==> config.mk <==
export PLATFORM = sky130hd
export DESIGN_NAME = orient_scan_ctrl_flat
export DESIGN_NICKNAME = d
export VERILOG_FILES = /design/src/rtl/orient_scan_ctrl_pkg.sv /design/src/rtl/orient_scan_ctrl_if.sv /design/src/rtl/orient_scan_ctrl_addr_gen.sv /design/src/rtl/orient_scan_ctrl.sv /design/src/flat_wrapper.sv
export SDC_FILE = /design/constraint.sdc
export NUM_CORES = 1
export LEC_CHECK = 0
export CORE_MARGIN = 2
export CORE_UTILIZATION = 49
export CTS_CLUSTER_DIAMETER = 40
export DETAILED_ROUTE_END_ITERATION = 8
export GPL_TIMING_DRIVEN = 0
export HOLD_SLACK_MARGIN = 0.03
export PLACE_DENSITY = 0.78
export SLEW_MARGIN = 10
export SYNTH_ARGS = -nofsm -noshare
export SYNTH_HDL_FRONTEND = slang
export SYNTH_SLANG_ARGS = --single-unit
export TNS_END_PERCENT = 1
==> constraint.sdc <==
create_clock -name clk -period 2.3 [get_ports clk]
set_input_delay 0.46 -clock clk [delete_from_list [all_inputs] [get_ports clk]]
set_output_delay 0.46 -clock clk [all_outputs]
set_load 0.03 [all_outputs]
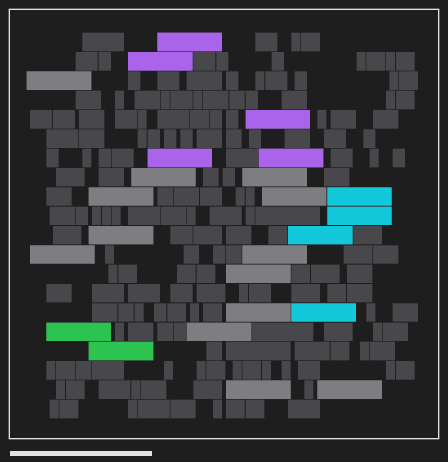
Figure 1: sequential cells grouped by signal name.
Bar = 20 um.
Green marks u_core.state_q, flops 2. Purple marks u_core.u_addr.inner_q, flops 5, where top middle. Cyan marks u_core.fifo_q, flops 4, where right middle.
Another 13 sequential cells are not coloured.
Reg area: 600.6 um2
Sequential Power: 0.000604 W
fin util: 64.71%

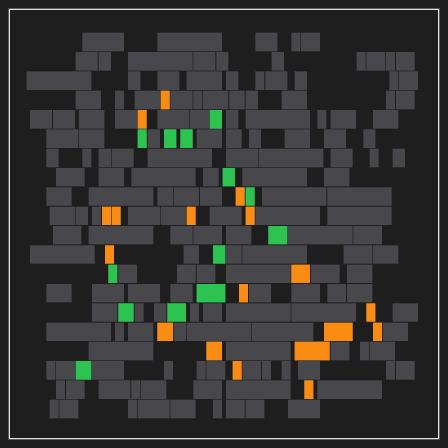
Figure 2: gate families picked out.
Orange marks nor cells, cells 18, most used nor2_1. Green marks nand cells, cells 13, most used nand3_1.
Layout Cells excl Fill: 238
most frequent logic cell in the layout: dfrtp_1
logic share of the area: 44.25%

==> ci_impl_report.md <==
### Flow metrics

| Metric | Value |
|---|---|
| Status | `finished with violations` |
| Failing checks | `negative setup slack` |
| Synth area leaders | `dfrtp_1 (39%), mux2i_1 (10%), xnor2_1 (9.6%)` |
| Post-Synth AOI/OAI Area | `2.661%` |
| Crit path DRT | `1840 ps` |
| Die Wd | `60.27 um` |
| DP Cell Count | `229` |
| Fin worst setup slack | `-75.08 ps` |
| Combinational logic power | `0.00163 W` |
| Post-synth EDFFs | `0` |
| Sequential Power Share | `24.6%` |
| Pleak | `1.000 nW` |
| Yosys Instances | `152` |
| DIE AREA | `3632 um2` |
| First-pass GRT wire length | `4443 um` |
| Top cells excl fill/tap | `dfrtp_1 (24), xnor2_1 (16), mux2i_1 (16), buf_4 (16), nor2_1 (13)` |
| Net switching fraction of the power | `47.38%` |
| Top logic family | `multiplexers` |
| Hold Path Cell Cnt | `1` |
| Hold_ws | `523.3 ps` |
| Tapcell count | `44` |
| CTS Buf Count | `3` |
| Clock buffer depth | `2` |
| Clk sinks | `24` |
| Clock share of power | `9.1%` |
| Max-area cell class | `combinational gates` |
| Arr. time, crit path | `1920 ps` |
| WL final | `2739 um` |
| Via count of the first global-routing pass | `1038` |
| Clock Latency Late Sink | `310 ps` |
| Switching power | `0.001162 W` |
| Group drawing the most power | `combinational cells` |
| Root buffer cell | `clkbuf_4` |
| Syn avg cell area | `10.21 um2` |
| Dpl ws | `-894.8 ps` |
| Vias | `1104` |
| Grt met1 use | `20.74%` |
| Area leader, netlist | `dfrtp_1` |
| Fin crit share | `103.3%` |
| WS Path Type | `reg -> out` |
| Post-DP HPWL | `2026 um` |
| Non-CTS buffers | `45` |
| Grt peak-use layer | `met2` |
| Post-DP Area | `1874 um2` |
| First-pass detailed-route iteration total | `4` |
| Synth warnings | `0` |
| RSZ-0062 raised after global routing | `yes` |
| I/O Buffers | `23` |
| Power Clock | `0.000223 W` |
| Vias/cell | `4.639` |
| Initial antenna violation count | `0` |
| Skew final | `5.116 ps` |
| Top-count cell post-synth | `dfrtp_1` |
| Finish-stage setup viols | `1` |
| Share of layout cells above drive strength 1 | `26.29%` |
| Layout area overhead | `26.29%` |
| Die height | `60.27 um` |
| # diodes | `0` |
| GRT overflow | `0` |
| FP Util | `51.24%` |
| Post-CTS Setup Repair Bufs | `2` |
| Int Pwr | `0.001290 W` |
| CTS resizes | `20` |
| # rows | `20` |
| Async SR Flop Fraction | `100.0%` |
| Clock-cell share of area | `1.852%` |
| # IOs | `35` |
| Register area share after synthesis | `38.71%` |
| Critical path depth | `9` |
| Clk pin slew, worst setup/hold paths | `130 ps` |
| Total power draw | `0.002452 W` |
| CTS tree | `done` |
| Tally of OpenROAD warnings | `31` |
| CP max-delay cell | `dfrtp_1` |
| CP top delay family | `flip-flops` |
| Mux area share | `14.68%` |
| WL met1 | `1185 um` |
| Post-Synth Simple-Gate Area | `13.63%` |
| Worst setup SP type | `register` |
| Synth top cells by count | `dfrtp_1 (24), xnor2_1 (17), mux2i_1 (16)` |
| Fmax | `421.0 MHz` |
| Worst VDD drop | `0.6806 mV` |
| Tmin final | `2375 ps` |
| Drt wl/cell | `11.51 um` |
| Largest net degree at the start of global routing | `25` |
Power figures rest on the tool's default switching activity, not on a simulated workload.
